Figure 1. Track usage over the die.
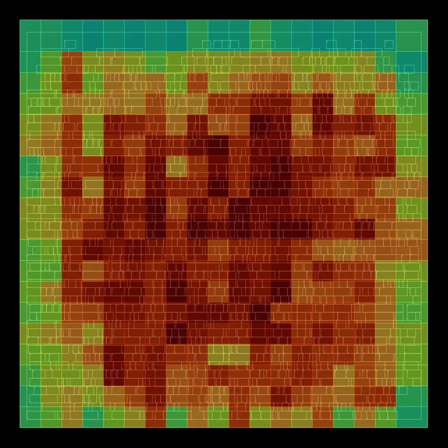
Figure 2. Nets reached from selected ports.
Scale bar: 50 um.
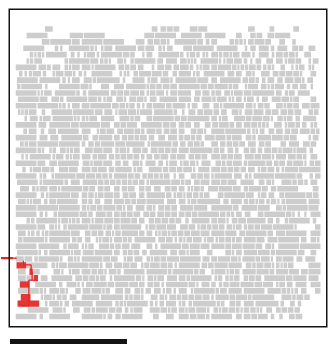
Figure 3. Signal wires on met2.
Cells faint in the background.
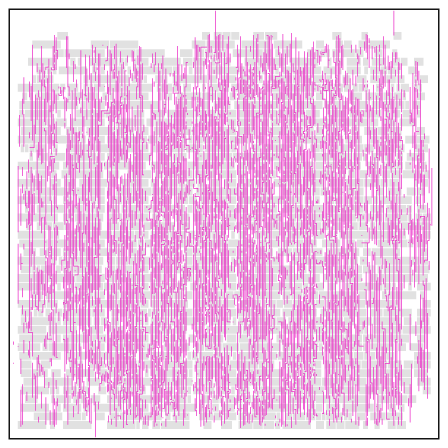
[src/rtl/viterbi_codec.sv]
// Rate-1/2 K=3 convolutional encoder (G1=7, G0=5) and a 4-state
// hard-decision Viterbi decoder with a register-exchange survivor memory.
module viterbi_codec #(
    parameter int TB_DEPTH = 16,
    parameter int PM_W     = 8
) (
    input  logic       clk,
    input  logic       rst,
    input  logic       enable_encoder_i,
    input  logic       encoder_i,
    output logic       valid_encoder_o,
    output logic [1:0] encoder_o,
    input  logic       enable_decoder_i,
    input  logic [1:0] decoder_i,
    output logic       valid_decoder_o,
    output logic       decoder_o
);

    localparam int CW = $clog2(TB_DEPTH + 1);

    // Hamming distance between the received symbol and the branch label
    function automatic logic [1:0] branch_metric(
        input logic [1:0] rx,
        input logic [1:0] p,
        input logic       b
    );
        logic [1:0] diff;
        diff = rx ^ {b ^ p[1] ^ p[0], b ^ p[0]};
        return {1'b0, diff[1]} + {1'b0, diff[0]};
    endfunction

    logic [1:0] enc_s_q;
    logic [1:0] enc_sym_q;
    logic       enc_vld_q;

    logic [3:0][PM_W-1:0]     pm_q;
    logic [3:0][PM_W-1:0]     pm_d;
    logic [3:0][TB_DEPTH-1:0] sp_q;
    logic [3:0][TB_DEPTH-1:0] sp_d;
    logic [CW-1:0]            cnt_q;
    logic [CW-1:0]            cnt_d;
    logic                     dec_vld_q;
    logic                     dec_vld_d;
    logic                     dec_bit_q;
    logic                     dec_bit_d;

    logic [3:0][PM_W:0] cand0;
    logic [3:0][PM_W:0] cand1;
    logic [3:0][PM_W:0] acs;
    logic [3:0][1:0]    sel;
    logic [PM_W:0]      pm_min;
    logic [1:0]         best;

    // Encoder: shift the data bit into the 2-bit history and emit the symbol
    always_ff @(posedge clk or negedge rst) begin
        if (!rst) begin
            enc_s_q   <= 2'b00;
            enc_sym_q <= 2'b00;
            enc_vld_q <= 1'b0;
        end else if (enable_encoder_i) begin
            enc_sym_q <= {encoder_i ^ enc_s_q[1] ^ enc_s_q[0],
                          encoder_i ^ enc_s_q[0]};
            enc_s_q   <= {encoder_i, enc_s_q[1]};
            enc_vld_q <= 1'b1;
        end else begin
            enc_vld_q <= 1'b0;
        end
    end

    // Decoder datapath: ACS, normalisation, survivor exchange, best state
    always_comb begin
        cand0  = '0;
        cand1  = '0;
        acs    = '0;
        sel    = '0;
        pm_d   = '0;
        sp_d   = '0;
        pm_min = '0;
        best   = 2'd0;
        for (int n = 0; n < 4; n++) begin
            cand0[n] = {1'b0, pm_q[{n[0], 1'b0}]}
                     + {{(PM_W-1){1'b0}},
                        branch_metric(decoder_i, {n[0], 1'b0}, n[1])};
            cand1[n] = {1'b0, pm_q[{n[0], 1'b1}]}
                     + {{(PM_W-1){1'b0}},
                        branch_metric(decoder_i, {n[0], 1'b1}, n[1])};
            if (cand1[n] < cand0[n]) begin
                acs[n] = cand1[n];
                sel[n] = {n[0], 1'b1};
            end else begin
                acs[n] = cand0[n];
                sel[n] = {n[0], 1'b0};
            end
        end
        pm_min = acs[0];
        for (int n = 1; n < 4; n++) begin
            if (acs[n] < pm_min) begin
                pm_min = acs[n];
                best   = 2'(n);
            end
        end
        for (int n = 0; n < 4; n++) begin
            pm_d[n] = PM_W'(acs[n] - pm_min);
            sp_d[n] = (sp_q[sel[n]] << 1)
                    | {{(TB_DEPTH-1){1'b0}}, n[1]};
        end
        dec_bit_d = sp_d[best][TB_DEPTH-1];
        cnt_d     = (cnt_q == CW'(TB_DEPTH)) ? cnt_q : cnt_q + 1'b1;
        dec_vld_d = (cnt_q >= CW'(TB_DEPTH - 1));
    end

    // Decoder state: update only on consumed symbols, valid drops otherwise
    always_ff @(posedge clk or negedge rst) begin
        if (!rst) begin
            pm_q      <= {PM_W'(32), PM_W'(32), PM_W'(32), PM_W'(0)};
            sp_q      <= '0;
            cnt_q     <= '0;
            dec_vld_q <= 1'b0;
            dec_bit_q <= 1'b0;
        end else if (enable_decoder_i) begin
            pm_q      <= pm_d;
            sp_q      <= sp_d;
            cnt_q     <= cnt_d;
            dec_vld_q <= dec_vld_d;
            dec_bit_q <= dec_bit_d;
        end else begin
            dec_vld_q <= 1'b0;
        end
    end

    assign valid_encoder_o = enc_vld_q;
    assign encoder_o       = enc_sym_q;
    assign valid_decoder_o = dec_vld_q;
    assign decoder_o       = dec_bit_q;

endmodule

[config.mk]
export PLATFORM = sky130hd
export DESIGN_NAME = viterbi_codec
export DESIGN_NICKNAME = d
export VERILOG_FILES = /design/src/rtl/viterbi_codec.sv
export SDC_FILE = /design/constraint.sdc
export NUM_CORES = 1
export LEC_CHECK = 0
export CAP_MARGIN = 20
export CORE_MARGIN = 2
export CORE_UTILIZATION = 55
export CTS_CLUSTER_SIZE = 12
export DETAILED_ROUTE_END_ITERATION = 10
export HOLD_SLACK_MARGIN = 0.1
export PLACE_DENSITY = 0.74
export SETUP_SLACK_MARGIN = 0.02
export SLEW_MARGIN = 25
export SYNTH_ARGS = -nofsm -noshare
export SYNTH_HDL_FRONTEND = slang
export SYNTH_SLANG_ARGS = --single-unit
[constraint.sdc]
create_clock -name clk -period 9.7 [get_ports clk]
set_clock_uncertainty 0.15 [all_clocks]
set_input_delay 2.425 -clock clk [delete_from_list [all_inputs] [get_ports clk]]
set_output_delay 2.425 -clock clk [all_outputs]
set_load 0.005 [all_outputs]
==> impl_metrics.csv <==
group,metric,value,unit
critical_path,timing.critical_path.slowest_cell_delay,430,ps
clock_network,post_cts_buffers,74,
finish,regArea,2480,um2
finish,largest_cell_class,"multi-input combinational cells",
detailed_routing,drt_iter0_drc,1087,
detailed_routing,wl_met2,17.5,mm
die,num_tap_cells,220,
yosys,fp_nets,1204,
detailed_routing,dr_total_vias,10596,
critical_path,r2r_cells,48,
yosys,ys_warn_count,0,
run_status,status,"complete, but fails checks",
run_status,violations,"setup timing",
run,warnings,39,
grt,overflow,0,
yosys,synthTopCellsByCount,"nor2_1, a21oi_1, dfrtp_1, ha_1, mux2i_1",
yosys,synthTopCellsByArea,"dfrtp_1, ha_1, mux2i_1, a21oi_1, xnor2_1",
yosys,largest_area_cell,"dfrtp_1",
finish,seq_share,17.8,%
finish,comb_area,7690,um2
critical_path,critPathLaunchType,"input port",
final_timing,finalCritPeriodShare,128,%
worst_hold_path,hold_path.startpoint,"sp_q[48]",
finish,comb_area_share,55.3,%
final_timing,setup_violations,33,
critical_path,worst-path-buf-inv,9,
die,core,16600,um2
critical_path,arrival,12460,ps
yosys,postSynthSeqShare,26.4,%
placed_design,pre_cts_slack,-2850,ps
critical_path,crit_family,"AND-OR/OR-AND gates",
critical_path,startpoint,"decoder_i[1]",
grt,grt_pass1_wl,53.8,mm
worst_hold_path,hold_path.class,"register to register",
clock_network,cts_buffer_depth,2,
critical_path,crit_cells,52,
finish,flops,99,
final_timing,fin_ws,-2670,ps
placed_design,io_buffer_count,11,
critical_path,timing.rr.start,"pm_q[17]",
## Picture notes: Figure 1
DR WL/cell: 22.8 um
met2 GRT Util: 64.1%
GR Layer Usage met3: 5.63%
GRT Total Usage: 38.0%
fin util: 83.6%

## Picture notes: Figure 2
legend:
  red:
    port: `enable_encoder_i`
    direction: input
    edge: west
    end_cells: 6
    buffers: 1
    wire: 32.2 um

## Picture notes: Figure 3
share of all routed wire: 46%
wire length on this layer: 17,500 um
main direction: vertical
nets with wire on the layer: 1,363
longest straight run: 43.9 um

==> through the flow <==
step                      hold slack, ps  instance area [um2]  instances
after floorplan                      289                 9880       1119
final                                331                13900       1660
after global placement               303                12000       1559
after detailed placement             313                12000       1559
after CTS                            333                13400       1641
after global routing                 353                13900       1660
==> cell families after synthesis <==
group | after synthesis | synth area share, %
buffers and inverters | 124 | 5.43
AOI/OAI and AO/OA | 303 | 21.9
muxes | 97 | 10.7
and+or+nand+nor | 321 | 15.9
adders and majority gates | 84 | 11.1
xor gates and xnor gates | 91 | 8.50
DFF | 99 | 26.4
==> flip-flops by register name (all words and copies together) (netlist names) <==
name,cells
cnt_q,5
decoder_o,1
enc_s_q,2
encoder_o,2
pm_q,32
sp_q,55
valid_decoder_o,1
valid_encoder_o,1
